Fig. 1: the metal 1 layer
Cells faint in the background.
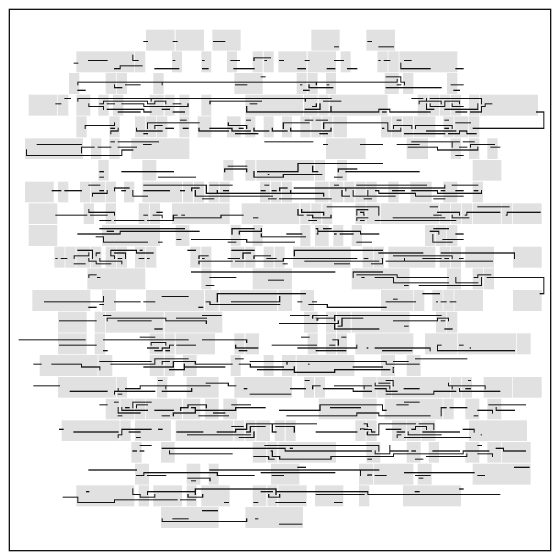
Fig. 2: sizing map
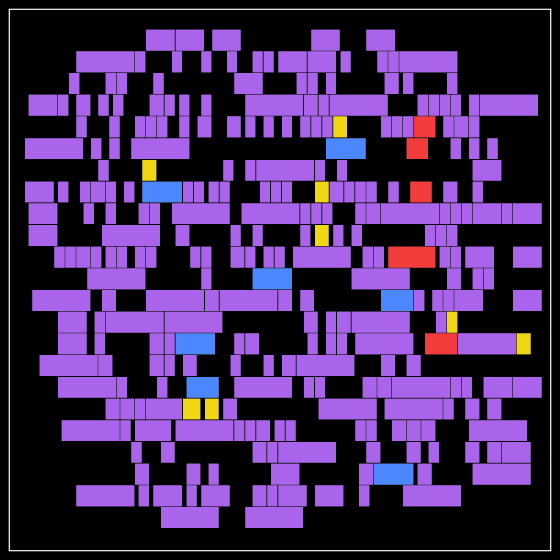
Fig. 3: metal 2
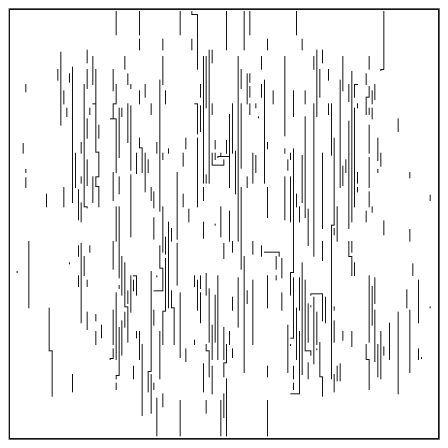
Fig. 4: track usage over the die
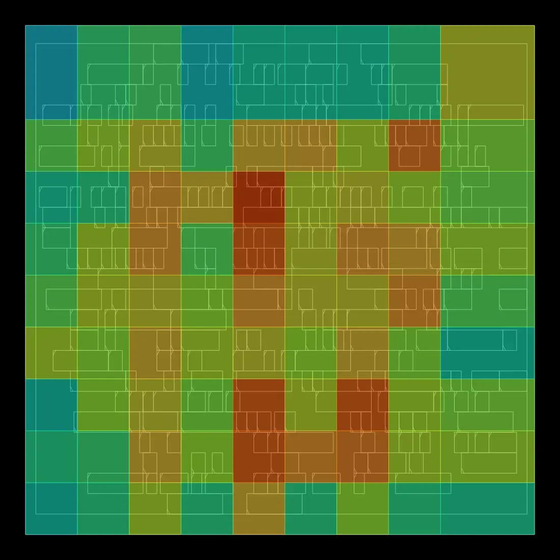
Fig. 5: cell area per tile
Bar = 20 um. 7 x 7 tiles, from dark blue (low) to red (high), 0 to 100% covered.
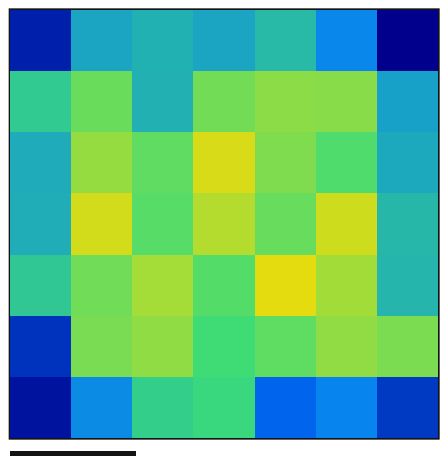
<file path="config.mk">
export PLATFORM = sky130hd
export DESIGN_NAME = serial_add_sequencer
export DESIGN_NICKNAME = d
export VERILOG_FILES = /design/src/rtl/serial_add_sequencer_pkg.sv /design/src/rtl/serial_add_sequencer_fa_cell.sv /design/src/rtl/serial_add_sequencer.sv
export SDC_FILE = /design/constraint.sdc
export NUM_CORES = 1
export LEC_CHECK = 0
export ABC_AREA = 1
export CORE_UTILIZATION = 40
export DETAILED_ROUTE_END_ITERATION = 6
export GPL_ROUTABILITY_DRIVEN = 0
export GPL_TIMING_DRIVEN = 0
export PLACE_DENSITY = 0.61
export SYNTH_ARGS = -nofsm -noshare
export SYNTH_HDL_FRONTEND = slang
export SYNTH_SLANG_ARGS = --single-unit
</file>
<file path="constraint.sdc">
create_clock -name CLK -period 2.6 [get_ports CLK]
set_clock_uncertainty 0.1 [all_clocks]
set_input_delay 0.26 -clock CLK [delete_from_list [all_inputs] [get_ports CLK]]
set_output_delay 0.26 -clock CLK [all_outputs]
set_load 0.01 [all_outputs]
</file>
<file path="src/rtl/serial_add_sequencer_pkg.sv">
// Shared arithmetic definitions for the serial adder: FSM encodings and default word width.
package serial_add_sequencer_pkg;

  localparam int DLD_WORD_W = 8;

  typedef enum logic [1:0] {
    SA_IDLE = 2'd0,
    SA_RUN  = 2'd1,
    SA_DONE = 2'd2
  } sa_state_e;

endpackage

</file>
<file path="src/rtl/serial_add_sequencer_fa_cell.sv">
// serial_fa_cell: combinational 1-bit full adder built from two half-add stages and an OR.
module serial_fa_cell (
  input  logic a,
  input  logic b,
  input  logic cin,
  output logic s,
  output logic cout
);

  logic p;
  logic g_ab;
  logic g_pc;

  assign p    = a ^ b;
  assign g_ab = a & b;
  assign s    = p ^ cin;
  assign g_pc = p & cin;
  assign cout = g_ab | g_pc;

endmodule

</file>
<file path="src/rtl/serial_add_sequencer.sv">
// Bit-serial adder: one shared full-adder cell stepped LSB first over WIDTH cycles.
// Optional SERIAL_ADD_SUB_EN adds a SUB port selecting A-B (two's complement via ~B and carry 1).
module serial_add_sequencer
  import serial_add_sequencer_pkg::*;
#(
  parameter int WIDTH = DLD_WORD_W
) (
  input  logic             CLK,
  input  logic             RST_N,
  input  logic             START,
  input  logic [WIDTH-1:0] A,
  input  logic [WIDTH-1:0] B,
  input  logic             CIN,
`ifdef SERIAL_ADD_SUB_EN
  input  logic             SUB,
`endif
  output logic             BUSY,
  output logic             DONE,
  output logic [WIDTH-1:0] SUM,
  output logic             COUT
);

  localparam int CW = (WIDTH > 2) ? $clog2(WIDTH) : 1;
  localparam logic [CW-1:0] CNT_LAST = CW'(WIDTH - 1);

  sa_state_e        state_q, state_d;
  logic [WIDTH-1:0] a_sr_q, a_sr_d;
  logic [WIDTH-1:0] b_sr_q, b_sr_d;
  logic [WIDTH-1:0] res_sr_q, res_sr_d;
  logic [WIDTH-1:0] sum_q, sum_d;
  logic             c_q, c_d;
  logic             cout_q, cout_d;
  logic [CW-1:0]    cnt_q, cnt_d;
  logic             fa_s;
  logic             fa_cout;
  logic [WIDTH-1:0] b_load;
  logic             c_load;

`ifdef SERIAL_ADD_SUB_EN
  assign b_load = SUB ? ~B : B;
  assign c_load = SUB ? 1'b1 : CIN;
`else
  assign b_load = B;
  assign c_load = CIN;
`endif

  serial_fa_cell u_fa (
    .a    (a_sr_q[0]),
    .b    (b_sr_q[0]),
    .cin  (c_q),
    .s    (fa_s),
    .cout (fa_cout)
  );

  always_comb begin
    state_d  = state_q;
    a_sr_d   = a_sr_q;
    b_sr_d   = b_sr_q;
    res_sr_d = res_sr_q;
    sum_d    = sum_q;
    c_d      = c_q;
    cout_d   = cout_q;
    cnt_d    = cnt_q;
    unique case (state_q)
      SA_IDLE: begin
        if (START) begin
          a_sr_d  = A;
          b_sr_d  = b_load;
          c_d     = c_load;
          cnt_d   = '0;
          state_d = SA_RUN;
        end
      end
      SA_RUN: begin
        a_sr_d   = {1'b0, a_sr_q[WIDTH-1:1]};
        b_sr_d   = {1'b0, b_sr_q[WIDTH-1:1]};
        c_d      = fa_cout;
        res_sr_d = {fa_s, res_sr_q[WIDTH-1:1]};
        cnt_d    = cnt_q + CW'(1);
        // Result registers are only touched on the last bit so SUM/COUT never show partials.
        if (cnt_q == CNT_LAST) begin
          sum_d   = {fa_s, res_sr_q[WIDTH-1:1]};
          cout_d  = fa_cout;
          cnt_d   = '0;
          state_d = SA_DONE;
        end
      end
      SA_DONE: begin
        state_d = SA_IDLE;
      end
      default: begin
        state_d = SA_IDLE;
      end
    endcase
  end

  always_ff @(posedge CLK) begin
    if (!RST_N) begin
      state_q  <= SA_IDLE;
      a_sr_q   <= '0;
      b_sr_q   <= '0;
      res_sr_q <= '0;
      sum_q    <= '0;
      c_q      <= 1'b0;
      cout_q   <= 1'b0;
      cnt_q    <= '0;
    end else begin
      state_q  <= state_d;
      a_sr_q   <= a_sr_d;
      b_sr_q   <= b_sr_d;
      res_sr_q <= res_sr_d;
      sum_q    <= sum_d;
      c_q      <= c_d;
      cout_q   <= cout_d;
      cnt_q    <= cnt_d;
    end
  end

  assign BUSY = (state_q != SA_IDLE);
  assign DONE = (state_q == SA_DONE);
  assign SUM  = sum_q;
  assign COUT = cout_q;

endmodule

</file>
==> run notes <==
Implementation results. The run finished with clean final reports. CTS placed an instance of clkbuf_8 at the clock tree root. Yosys stat cell total landed at 255. Along the critical path, the tally of buffer and inverter instances is 3. Number of hold-repair buffers added at the cts stage landed at 0. The timing report lists the critical path depth as 4 cells. Chip area estimate from yosys synthesis landed at 1727 um^2. By instance count after routing, the leading logic cell types are nand2_1, inv_1, dfxtp_1. The worst setup path is launched from a register. The endpoint of the worst hold path is reported as res_sr_q[5]. The final max-slew violation count recorded for this run is 0. In this run the cell area measured after placement is 2079 um^2.

Across all register-to-register paths, the minimum setup slack is 1.15 ns. Remaining max-slew budget at the tightest pin landed at 0.6624. Number of nets in the layout landed at 314.

Cell internal power was estimated by the tool at 0.8893 mW. Number of antenna violations at the first check in global routing landed at 0. Grouping stages by cell kind, the critical path spends the most delay in buffers and inverters. X dimension of the die landed at 67.70 um. According to the timing report, the critical path is captured at DONE. Xor and xnor area share after synthesis landed at 0.

The path class of the tightest hold or removal check is input port to register. The largest part of the power goes to sequential cells. Fraction of power consumed by combinational cells landed at 0.168. Setup repair after global routing left no endpoint under its margin. Number of maximum-capacitance violations landed at 0.

The script extracted a net switching power of 0.3429 mW. Per the placement log, port buffering inserted 29 buffers. Share of Yosys cell area claimed by the top area cell type landed at 0.4406. The share of total power dissipated in sequential elements is 0.517.

Per the post-place timing report, worst setup slack is 0.7610 ns. Among all flip-flop cells after synthesis, the most frequent one is dfxtp_1. Fraction of area in clock buffers and inverters landed at 0.03652. The startpoint identified for the worst hold timing path is RST_N. Entering global routing, the biggest net connects 12 pins. Post-placement cell count landed at 334. The first global-routing pass estimated 6403 um of wire.

Area fraction in mux cells landed at 0. Number of warnings in the stage logs landed at 26. In the detailed route, the total length drawn on met3 is 203 um.

For this run, asynchronously set or reset flops after synthesis account for 0. Per the area breakdown, the dominant cell category is sequential cells. Average instance area after synthesis landed at 6.771 um^2. The floorplan has 23 rows. The commonest cells after synthesis are nand2_1, inv_1, dfxtp_1, a21oi_1, nor2_1. At the later pin of the worst-skew pair, clock insertion delay measures 0.29 ns. Non-filler instance count after layout landed at 341. Switching fraction of total power landed at 0.2783. The detail route stage leaves a number of antenna-violating nets equal to 0. Layout clock buffer count landed at 5.

In the final timing run, aggregate negative setup slack is 0 ns. Required time at the endpoint of the critical path landed at 2.24 ns. The capture point of the worst register-to-register path is recorded as a_sr_q[3].

After synthesis the cells add up to 1727 um^2. Antenna diode count landed at 0. The number of clock buffers added by TritonCTS is 5. The synthesized design spends more area on one cell type than any other, namely dfxtp_1. Data arrival time of the critical path landed at 1.81 ns.

Warning count from the yosys run landed at 0. TritonCTS built the clock tree. After detailed routing, the met2 layer carries 1615 um of wire. Number of iterations in the first detailed-routing pass landed at 4. Flop share of the area landed at 0.3525. The floorplan step set the die height to 67.70 um.

Maximum resistive drop on vdd landed at 0.0002645 V. Floorplan net count landed at 278. In the final layout, the multi-input gates occupy 732.0 um^2. HPWL after detailed placement landed at 2573 um.
Back to the opening pictures, Fig. 1:
The wires run mostly horizontal. The longest straight run is 40.0 um.
met1 track demand over resource: 0.2528
final wirelength: 3757 um
via count: 1547

Back to the opening pictures, Fig. 2:
Key: _3 and _4 cells = red [cells 5, share 1.7%, most used buf_4]; _6 and larger = blue [cells 7, share 2.4%, most used clkbuf_8]; _2 cells = yellow [cells 8, share 2.7%, most used buf_2]; _0 and _1 cells = purple [cells 271, share 93%, most used nand2_1]
final cell area excluding filler cells: 2158 um^2
number of non-clock buffers: 42
smallest setup slack after layout: 0.4347 ns
signed area change from the synthesized netlist to the final layout: 25.00%

Back to the opening pictures, Fig. 3:
The layer holds 43% of the routed length. 220 nets have wire on it. The layer carries 1620 um of wire.
GR Util met2: 0.2896

Back to the opening pictures, Fig. 4:
global-route usage over all layers: 0.1912
Routed wire per std cell: 11.02 um
most crowded layer after global routing: met2

Back to the opening pictures, Fig. 5:
The mean over all tiles is 46%. 2.0% of the tiles are nearly empty. The densest ninth of the die: center. The fullest tile reaches 72%.
Core Util at FP: 0.4225
CORE AREA: 4086 um^2
fraction of the core area covered by cells at the end of the flow: 0.5282

Power and IR drop assume default switching activity.
